**Cell outlines without signal wires**

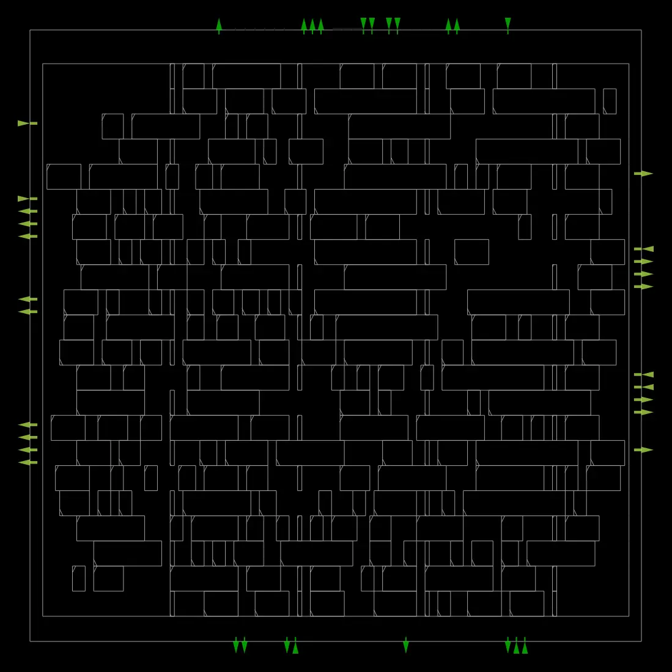
**Ports around the boundary**

Scale bar: 20 microns. Pins as bars across the die edge, other pins in grey.
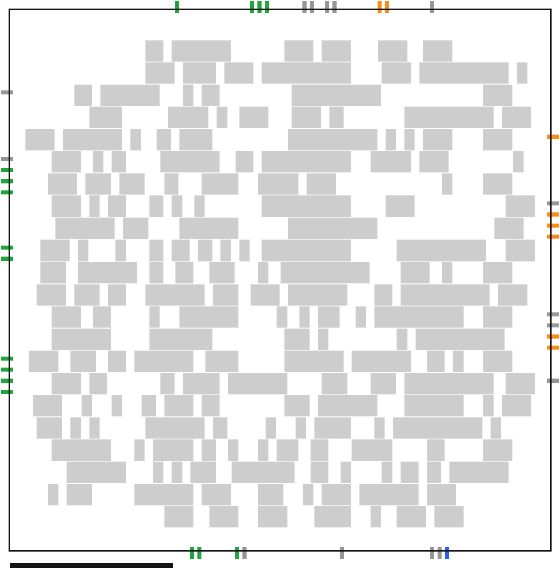
**Close-up of the layout**

Region (40, 40) to (60, 60) microns. Cells in grey, sequential cells in the stronger grey; small squares are vias.
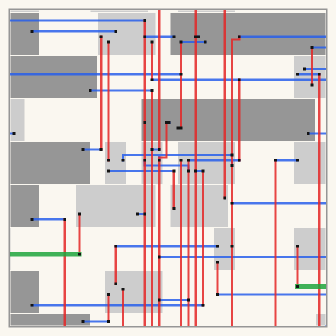
**Cell area per tile**

The die is cut into 7 by 7 equal tiles; white is low, dark blue is high, 0 to 100% covered.
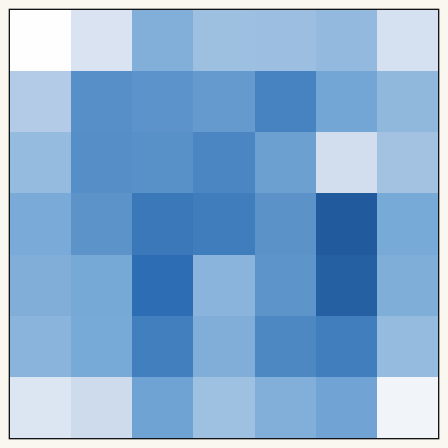
--- config.mk ---
export PLATFORM = sky130hd
export DESIGN_NAME = fifo_reader
export DESIGN_NICKNAME = d
export VERILOG_FILES = /design/src/rtl/fifo_pkg.sv /design/src/rtl/fifo_reader_skid.sv /design/src/rtl/fifo_reader.sv
export SDC_FILE = /design/constraint.sdc
export NUM_CORES = 1
export LEC_CHECK = 0
export CAP_MARGIN = 15
export CELL_PAD_IN_SITES_DETAIL_PLACEMENT = 1
export CELL_PAD_IN_SITES_GLOBAL_PLACEMENT = 1
export CORE_UTILIZATION = 40
export DETAILED_ROUTE_END_ITERATION = 6
export GPL_TIMING_DRIVEN = 0
export PLACE_DENSITY_LB_ADDON = 0.15
export SLEW_MARGIN = 10
export SYNTH_ARGS = -nofsm -noshare
export SYNTH_HDL_FRONTEND = slang
export SYNTH_SLANG_ARGS = --single-unit
--- constraint.sdc ---
create_clock -name clock -period 5.3 [get_ports clock]
set_input_delay 0.795 -clock clock [delete_from_list [all_inputs] [get_ports clock]]
set_output_delay 0.795 -clock clock [all_outputs]
set_load 0.01 [all_outputs]
--- src/rtl/fifo_pkg.sv ---
// Shared constants and types for the fifo read-side controller.
package fifo_pkg;
  localparam int DATA_WIDTH_DEF = 8;
  localparam int BUF_DEPTH      = 2;
  typedef logic [1:0] occ_t;
endpackage

--- src/rtl/fifo_reader_skid.sv ---
// Two-entry output buffer: captures fifo read data and presents the head word.
module fifo_reader_skid
  import fifo_pkg::*;
#(
  parameter int DATA_WIDTH = DATA_WIDTH_DEF
) (
  input  logic                  clock,
  input  logic                  reset,
  input  logic                  i_push,
  input  logic [DATA_WIDTH-1:0] i_push_data,
  input  logic                  i_pop,
  output occ_t                  o_occ,
  output logic [DATA_WIDTH-1:0] o_head_data
);

  logic [DATA_WIDTH-1:0] r_mem [BUF_DEPTH];
  logic                  r_head;
  logic                  r_tail;
  occ_t                  r_occ;

  // Storage is not reset; r_occ gates visibility so stale entries never leak out.
  always_ff @(posedge clock) begin
    if (reset) begin
      r_head <= 1'b0;
      r_tail <= 1'b0;
      r_occ  <= '0;
    end else begin
      if (i_push) begin
        r_mem[r_tail] <= i_push_data;
        r_tail        <= ~r_tail;
      end
      if (i_pop) r_head <= ~r_head;
      r_occ <= r_occ + occ_t'(i_push) - occ_t'(i_pop);
    end
  end

  assign o_occ       = r_occ;
  assign o_head_data = (r_occ != '0) ? r_mem[r_head] : '0;

endmodule

--- src/rtl/fifo_reader.sv ---
// Drains the synchronous fifo into a valid/ready stream at one word per clock,
// hiding the fifo's one-cycle read latency behind a 2-entry buffer.
module fifo_reader
  import fifo_pkg::*;
#(
  parameter int DATA_WIDTH = DATA_WIDTH_DEF,
  parameter int CNT_WIDTH  = 16
) (
  input  logic                  clock,
  input  logic                  reset,
  input  logic                  enable,
  input  logic                  fifo_empty,
  input  logic [DATA_WIDTH-1:0] fifo_data_out,
  output logic                  read_en,
  output logic                  out_valid,
  input  logic                  out_ready,
  output logic [DATA_WIDTH-1:0] out_data,
  output logic [CNT_WIDTH-1:0]  words_read,
  output logic                  busy
);

  logic                 r_inflight;
  logic [CNT_WIDTH-1:0] r_words;
  occ_t                 w_occ;
  logic                 w_pop;
  logic [2:0]           w_level;

  assign w_pop = out_valid & out_ready;

  // Projected occupancy after this edge; a read is only safe if a slot remains
  // for it once the in-flight word lands.
  assign w_level = {1'b0, w_occ} + {2'b00, r_inflight} - {2'b00, w_pop};
  assign read_en = enable & ~fifo_empty & ~reset & (w_level < 3'd2);

  fifo_reader_skid #(.DATA_WIDTH(DATA_WIDTH)) u_skid (
    .clock       (clock),
    .reset       (reset),
    .i_push      (r_inflight),
    .i_push_data (fifo_data_out),
    .i_pop       (w_pop),
    .o_occ       (w_occ),
    .o_head_data (out_data)
  );

  always_ff @(posedge clock) begin
    if (reset) begin
      r_inflight <= 1'b0;
      r_words    <= '0;
    end else begin
      r_inflight <= read_en;
      if (w_pop) r_words <= r_words + CNT_WIDTH'(1);
    end
  end

  assign out_valid  = (w_occ != '0);
  assign busy       = r_inflight | out_valid;
  assign words_read = r_words;

endmodule

==> impl_metrics.yaml <==
# synthesis and place-and-route metrics
yosys:
  synth_area_sq_mm: 0.00165
  async_flop_share_pct: 0
  ff_type: "dfxtp_1"
  avgSynthCellArea_sq_um: 11.2
  synth_cells: 147
  synth_nets: 164
global_route:
  grt_pass1_wl_mm: 6.44
  grt_usage_pct: 20.4
  grtUsageMet2_pct: 37.9
  grt_pass1_vias: 1328
  grt_use_met3_pct: 6.38
  busiest_layer: "met2"
  gr-total-overflow: 0
run_status:
  outcome: "completed"
worst_hold_path:
  hold_path_depth: 2
  worstHoldStart: "words_read[14]$_SDFFE_PP0P_"
  hold_path_class: "register to register"
routing:
  first_pass_iters: 4
  drc: 0
  route.met3.wl_microns: 140
  vias: 1255
critical_path:
  worst-r2r-setup-slack_ns: 2.93
  critPathLaunch: "out_ready"
  cp_num_buf_inv: 4
  cp_slowest_cell: "clkdlybuf4s50_1"
  end_kind: "primary output"
sta:
  setup_viol: 0
  slew_viol_final: 0
  setup_tns_ns: 0
finish:
  final_cell_mix: "39 x clkdlybuf4s50_1, 26 x nor2_1, 22 x dfxtp_1, 16 x edfxtp_1, 9 x mux2i_1"
  layout_top_cell: "clkdlybuf4s50_1"
power_and_ir_drop:
  peakVddDrop_uv: 216
placement:
  place_area_sq_mm: 0.00210
  dp.cells: 234
floorplan:
  ios: 40
  taps: 48
clock_network:
  root_buffer: "clkbuf_8"
  cts_hold_buf: 0
About 'cell outlines without signal wires':
flop count: 38
Fill cells: 421
flop share of the area: 42.1%
Final Core Density: 57.5%

About 'ports around the boundary':
- orange: out_data (pins 8; direction output; edge 6 right, 2 top)
- blue: fifo_empty (pins 1; direction input; edge bottom)
- green: words_read (pins 16; direction output; edge 9 left, 4 top, 3 bottom)
- all pins by edge: 11 left, 11 top, 10 right, 8 bottom
Die Wd: 66.2 microns
Die Ht: 66.2 microns
PortBufs: 39

About 'close-up of the layout':
- red: M2
- green: M3
- blue: M1
- cells with their middle in the window: 15
- sequential cells in the window: 3
- most frequent: mux2i_1 (4)
- netlist names of flops here include: u_skid.r_mem (3)

About 'cell area per tile':
- tiles over 75% full: 6.1%
- nearly empty tiles: 2.0%
- mean over tiles: 49%
- emptiest ninth of the die: upper left
- densest ninth of the die: centre
- fullest tile: 83%
Starting Density: 43.4%
core area: 0.00380 sq mm

[kinds of logic after synthesis]
group,Yosys count,share of synthesized area (%)
adder cells (fa/ha/maj),4,3.49
AND/OR/NAND/NOR,59,19.3
multiplexers,12,7.51
buffers and inverters,13,3.04
AND-OR/OR-AND,9,4.48
flip-flops,38,55.8
XOR/XNOR,12,6.37
[flip-flops by register name, summed over array words and instances (netlist names), named ones only]
register	flops
u_skid.r_mem	16
words_read	16
u_skid.o_occ	2
r_inflight	1
u_skid.r_head	1
u_skid.r_tail	1
[power groups by stage]
stage	clock (mW)	sequential, mW	combinational, mW
after floorplan	0	0.352	0.153
after global placement	0	0.352	0.255
after detailed placement	0	0.355	0.272
after CTS	0.195	0.349	0.278
after global routing	0.214	0.351	0.300
final	0.189	0.349	0.274
